Fig. 1: run 1, cell sizes after repair
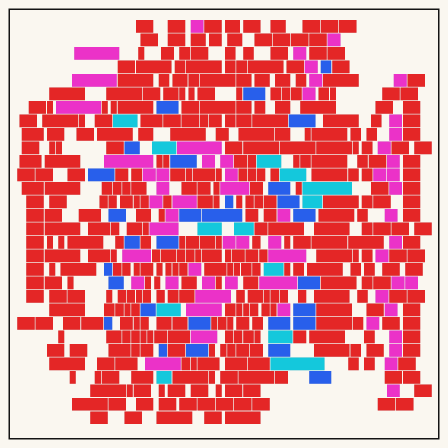
Fig. 2: run 1, wire density map
The bar under the picture is 20 um long. The die is cut into 17 by 17 equal tiles; dark purple is low, yellow is high, scaled to the fullest tile. Values are wire area over tile area, all layers added.
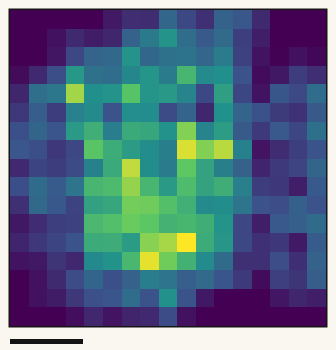
Fig. 3: run 1, congestion heat map
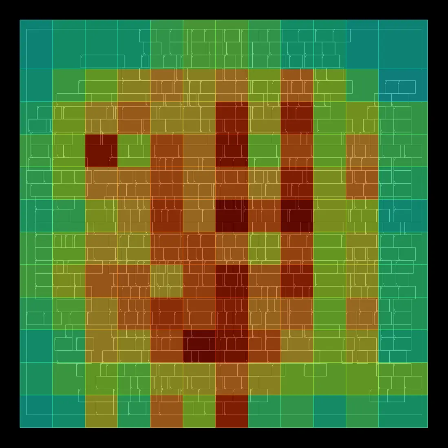
Fig. 4: run 1, cell classes on the final placement
The bar under the picture is 20 um long.
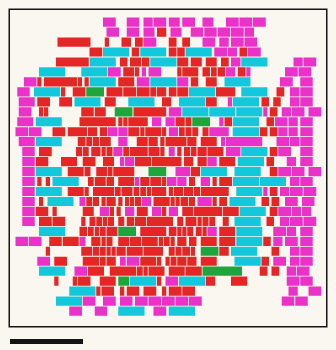
Design stdp_weight_rmw_ctrl, sky130hd; sources not shown.
==> ci_impl_report.md, run 1 <==
## Synthesis and layout report

| Metric | Value |
|---|---|
| Result of the run | finished clean |
| ANT nets after route | 0 |
| H-tree depth | 2 |
| Number of maximum-capacitance violations | 0 |
| CTS Sinks | around 50 |
| Hold depth | 1 |
| Share of synthesized area occupied by flip-flops and latches | 0.306 |
| Weighted congestion at the end of routability-driven global placement | 0.954 |
| Count of flip-flops with a built-in enable after synthesis | 0 |
| Cells in synth_stat.txt | 373 |
| Arrival time of data at the critical path endpoint | 2940 ps |
| Number of antenna violations at the first check in global routing | 0 |
| Cells after DPL | around 570 |
| Kind of launch point of the worst setup path | input port |
| Vias in the first global route | 2895 |
| Path type of the worst min-delay path | reg -> reg |
| Warning total across the stage logs | 27 |
| Die Size | 7440 um2 |
| Detailed placement HPWL | 6210 um |
| Setup slack of the most critical reg-to-reg path | between 300 and 400 ps |
| Mapped Nets | 441 |
| Power per Cell Area | approximately 430 nW/um2 |
| Post-route clock skew | 12.2 ps |
| Yosys warning total | 0 |
| Yosys-reported design area after synthesis | roughly 3300 um2 |
| Global-route wire length before repair | 13400 um |
| Post-layout minimum cycle time | 2760 ps |
| Area fraction of the dominant cell type after synthesis | 0.306 |
| Most frequently used cell type in the post-synthesis netlist | dfxtp_1 |
| Required time worst endpoint | ~3000 ps |
| Placement-stage worst setup slack | -398 ps |
| GRT overflow | 0 |
| Leakage Power | between 0.002 and 0.0025 uW |
| Count of mapped cells out of synthesis | around 370 |
| Post-route worst hold slack | just over 500 ps |
| Post-synthesis register bit count | around 50 |
| Reg2Reg Depth | 10 |
| Diodes inserted | 0 |
| Drt initial violations | approximately 250 |
| Routed metal-1 wirelength | 3530 um |
| Maximum buffer depth of the clock tree | 2 |
| Filler-free cell count of the finished design | a little under 600 |
| Insertion delay to the later sink of the worst-skew pair | roughly 330 ps |
| Final number of setup-violating endpoints | 0 |
| Type of the setup path with the least slack | in -> reg |
| Root Driver | clkbuf_8 |
| Post-route DRC violation count | 0 |
| Nets@finish | around 570 |
| Ports placed on the boundary | around 100 |
| Final hold vios | 0 |
| Worst Setup End Kind | flop |
| Met3 routed WL | between 500 and 600 um |
| Power consumption | ~2100 uW |
| Floorplan Utilization | 0.489 |
| Number of port buffers | between 100 and 150 |
| Post-synthesis instance area | approximately 3300 um2 |
| Max Slew Vio Count | 0 |
| Total CTS buffers | 5 |
| Row count | 30 |
| Synth top area cells | dfxtp_1 31%, ha_1 7.5%, buf_4 6.1% |
| Leading register cell type out of synthesis | dfxtp_1 |
| Share of cells above drive strength 1 | 0.202 |
| Worst slew pin tran | 603 ps |
| Met2 routed WL | 4500 um |
| Uppermost signal routing layer after detailed routing | met4 |
| Top achievable clock speed | roughly 360 MHz |
| Synthesized area per cell | roughly 8.9 um2 |
| Fin crit share | 0.952 |
Notes on Fig. 1 above:
red -> _0 and _1 cells  # cells 400
cyan -> _6 and larger  # cells 13
blue -> _2 cells  # cells 29
magenta -> _3 and _4 cells  # cells 59
Layout Cell Area excl Fill: 4910 um2
number of non-clock buffers in the layout: 164
post-route worst setup slack: 139 ps
area delta synth->final: 47.0%

Notes on Fig. 2 above:
fullest tile = 0.62
mean over tiles = 0.19
densest ninth of the die = center
nearly empty tiles = 11%
total vias in the final route: 3181
average routed wire per standard cell: 14.7 um
drt total wl: 8780 um
total routing usage reported by global routing: 0.227

Notes on Fig. 3 above:
met1 Usage GRT: 0.276
fraction of met3 tracks used by global routing: 0.0390
utilization after layout: 0.718
busiest layer in global routing: met2

Notes on Fig. 4 above:
magenta -> other buffers and delay cells  # cells 164, share of their area 31%
cyan -> flops  # cells 51, share of their area 21%
green -> clock drivers and dummy loads  # cells 8, share of their area 2.5%
red -> combinational and other logic  # cells 278, share of their area 45%
flop share of the area: 0.208
core region area: 6830 um2

==> run 1: metal layers <==
metal	track usage	vias to the layer above
li1	-	1535
met1	0.276	1485
met2	0.402	143
met3	0.0390	18
met4	0.0818	0
met5	0	-
==> run 1: worst max-delay path, cell delays in order <==
cell,delay [ps]
clkdlybuf4s50_1,420
ha_2,410
o211ai_2,150
o211ai_2,230
a21oi_4,110
a211oi_2,320
a211oi_4,70
buf_4,170
clkbuf_4,180
o31ai_1,280
a21oi_1,150
==> run 1: final cells by class <==
class                      instances  area (um2)  area share
timing repair buffer             120        1180       0.241
buffer                            44         302      0.0615
inverter                          10        37.5     0.00765
tap                               96         120      0.0245
clock inverter                     2        38.8     0.00791
multi-input combinational        268        2120       0.433
sequential                        51        1020       0.208
clock buffer                       6        82.6      0.0168
==> run 1: kinds of logic after synthesis <==
| group | share of synthesized area |
|---|---|
| fa+ha+maj | 0.0810 |
| xor+xnor | 0.0630 |
| flops | 0.306 |
| compound gates | 0.234 |
| buf+inv | 0.101 |
| simple gates | 0.156 |
| mux | 0.0600 |
==> run 1: cell usage in the layout, fill, tap and decap left out, types with 9 or more instances in the layout <==
cell,instances
inv_1,10
a21oi_1,20
nor2b_1,31
xor2_1,14
o31ai_1,11
dfxtp_1,51
xnor2_1,10
nor2_1,38
a21o_1,11
ha_1,14
o21ai_1,12
o31ai_2,9
clkdlybuf4s50_1,94
nand2_1,12
buf_4,43
clkbuf_1,9
mux2i_1,20
o21ai_0,9
==> run 1: power by group <==
group          total (uW)  internal (uW)  switching (uW)
Combinational         780            415             365
Sequential            796            770            25.7
Clock                 530            284             246
==> run 1: what timing repair did <==
action                                  CTS  global route
pin swaps                                 7             8
setup buffers                             8             8
hold buffers                              0             0
gates cloned                              1             1
endpoints found under the setup margin   24            17
resized                                  22            15
## Run 2: what changed since run 1
--- a/config.mk
+++ b/config.mk
@@ -7,7 +7,7 @@
 export LEC_CHECK = 0
 export CORE_UTILIZATION = 47
 export DETAILED_ROUTE_END_ITERATION = 10
-export GPL_TIMING_DRIVEN = 0
+export HOLD_SLACK_MARGIN = 0.12
 export PLACE_DENSITY = 0.91
 export SETUP_SLACK_MARGIN = 0.15
 export SYNTH_ARGS = -nofsm -noshare
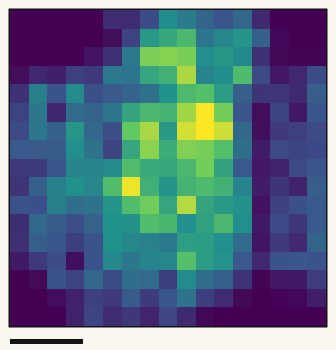
Fig. 5. Wire density map (run 2).
The bar under the picture is 20 um long. The die is cut into 17 by 17 equal tiles; dark purple is low, yellow is high, scaled to the fullest tile. Values are wire area over tile area, all layers added.
mean over tiles = 0.20
nearly empty tiles = 13%
densest ninth of the die = center
fullest tile = 0.63
drt total wl: 9110 um
total vias in the final route: 3200
total routing usage reported by global routing: 0.236
average routed wire per standard cell: 15.3 um

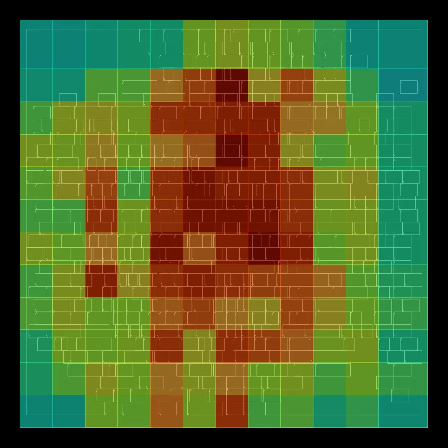
Fig. 6. Congestion heat map (run 2).
met1 Usage GRT: 0.287
utilization after layout: 0.716

==> ci_impl_report.md, run 2 <==
## Synthesis and layout report

| Metric | Value |
|---|---|
| Hold depth | 1 |
| Yosys warning total | 0 |
| Post-route worst hold slack | approximately 500 ps |
| Arrival time of data at the critical path endpoint | 3030 ps |
| Mapped Nets | about 440 |
| CTS Sinks | around 51 |
| Warning total across the stage logs | 26 |
| Path type of the worst min-delay path | reg -> reg |
| ANT nets after route | 0 |
| Floorplan Utilization | 0.489 |
| Buffers & Inverters on Critical Path | 4 |
| Post-synth top cells | 51 x dfxtp_1, 38 x nor2_1, 31 x nor2b_1, 27 x buf_4, 23 x a21oi_1 |
| Drt initial violations | between 200 and 250 |
| Number of maximum-capacitance violations | 0 |
| Total CTS buffers | 5 |
| Top cell excl fill/tap | clkdlybuf4s50_1 |
| Global-route wire length before repair | around 14000 um |
| Synthesized area per cell | ~9 um2 |
| 1st-pass router iterations | 5 |
| Row count | 30 |
| Required time worst endpoint | about 3100 ps |
| Vias in the first global route | 3091 |
| Worst Setup End Kind | flop |
| Count of mapped cells out of synthesis | around 370 |
| Fin crit share | 0.970 |
| Power per Cell Area | 425 nW/um2 |
| Total stage count of the critical path | 13 |
| GRT overflow | 0 |
| Reg2Reg Depth | 12 |
| Root Driver | clkbuf_8 |
| Top achievable clock speed | roughly 360 MHz |
| Slowest library cell on the worst path | clkdlybuf4s50_1 |
| Layout Cell Area excl Fill | 4890 um2 |
| Sequence of cells on the critical path | clkdlybuf4s50_1 > ha_2 > inv_1 > fa_2 > nand2b_4 > a21oi_4 > a41oi_2 > o21ai_2 > a21o_1 > buf_6 > o211ai_2 > buf_12 > o31ai_1 |
| Busiest layer in global routing | met2 |
| Setup slack of the most critical reg-to-reg path | approximately 330 ps |
| Most frequently used cell type in the post-synthesis netlist | dfxtp_1 |
| Final hold vios | 0 |
| Count of flip-flops with a built-in enable after synthesis | 0 |
| Share of synthesized area occupied by flip-flops and latches | 0.306 |
| Leading register cell type out of synthesis | dfxtp_1 |
| Detailed placement HPWL | 6350 um |
| Nets@finish | about 570 |
| Fraction of met3 tracks used by global routing | 0.0324 |
| Weighted congestion at the end of routability-driven global placement | approximately 0.94 |
| Insertion delay to the later sink of the worst-skew pair | 310 ps |
| Synth top area cells | dfxtp_1 31%, ha_1 7.5%, buf_4 6.1% |
| Top Layout Cells | 95 x clkdlybuf4s50_1, 52 x buf_4, 51 x dfxtp_1 |
| Kind of launch point of the worst setup path | input port |
| Maximum buffer depth of the clock tree | 2 |
| Core region area | approximately 6800 um2 |
| Leakage Power | between 0.002 and 0.0025 uW |
| Area fraction of the dominant cell type after synthesis | 0.306 |
| Area delta synth->final | 46.6% |
| Share of cells above drive strength 1 | 0.208 |
| Result of the run | finished clean |
| Delay-heaviest family, CP | AND-OR/OR-AND gates |
| Final number of setup-violating endpoints | 0 |
| Die Size | 7440 um2 |
| Post-route DRC violation count | 0 |
| Post-synthesis instance area | approximately 3300 um2 |
| Post-route clock skew | approximately 7 ps |
| Post-synthesis register bit count | 51 |
| Diodes inserted | 0 |
| Ports placed on the boundary | between 100 and 150 |
| Cells in synth_stat.txt | between 300 and 400 |
| Type of the setup path with the least slack | in -> reg |
| Peak per-stage delay on the critical path | roughly 470 ps |
| Cell type with the highest aggregate area in the netlist | dfxtp_1 |
| Max Slew Vio Count | 0 |
| Met2 layer usage reported by global route | 0.416 |
| H-tree depth | 2 |
-- run 2: timing repair --
action | CTS | global route
resized | 14 | 8
setup buffers | 1 | 9
endpoints found under the setup margin | 16 | 17
pin swaps | 5 | 8
hold buffers | 0 | 0
-- run 2: per-layer routing --
layer,part of all wire,wire [um],up-vias
met4,0.034,308,0
met1,0.41,3780,1481
met2,0.49,4480,157
met3,0.059,539,27
met5,0,0,-
li1,-,-,1535
-- run 2: cells by family (layout without fill, tap and decap cells) --
logic type                 after synthesis  after routing  share of synthesized area
DFF                                     51             51                      0.306
muxes                                   20             20                     0.0600
buffers and inverters                   54            181                      0.101
adders and majority gates               21             21                     0.0810
AOI/OAI and AO/OA                      100            100                      0.234
and+or+nand+nor                        103            103                      0.156
xor gates and xnor gates                24             24                     0.0630
-- run 2: through the flow --
stage	setup WS [ps]	power [uW]	instances	TNS, ps	util
floorplan	357	1230	373	0	-
global placement	-315	1490	578	-3620	0.671
detailed placement	-426	1520	578	-5000	0.671
CTS	150	2020	587	0	0.694
global route	40.5	2180	596	0	0.716
finish	87.1	2080	596	0	0.716
-- run 2: area by class of cell --
type | count | area [um2]
clock buffers | 5 | 68.8
clock inverters | 3 | 46.3
fillers | 497 | 1940
inverters | 10 | 37.5
multi-input cells | 268 | 2060
flip-flops and latches | 51 | 1020
well taps | 96 | 120
repair buffers | 163 | 1550
-- run 2: power breakdown --
| group | internal, uW | switching, uW | total (uW) |
|---|---|---|---|
| clock | 260 | 246 | 506 |
| sequential | 770 | 24.7 | 795 |
| combinational | 416 | 365 | 781 |
-- run 2: worst reg2reg max path: cells and delay by family, from the launching register on --
kind	cells	cell delay [ps]
AOI/OAI and AO/OA	6	990
adders and majority gates	2	570
buffers and inverters	3	430
DFF	1	350
and+or+nand+nor	1	160
Power figures rest on the tool's default switching activity, not on a simulated workload.
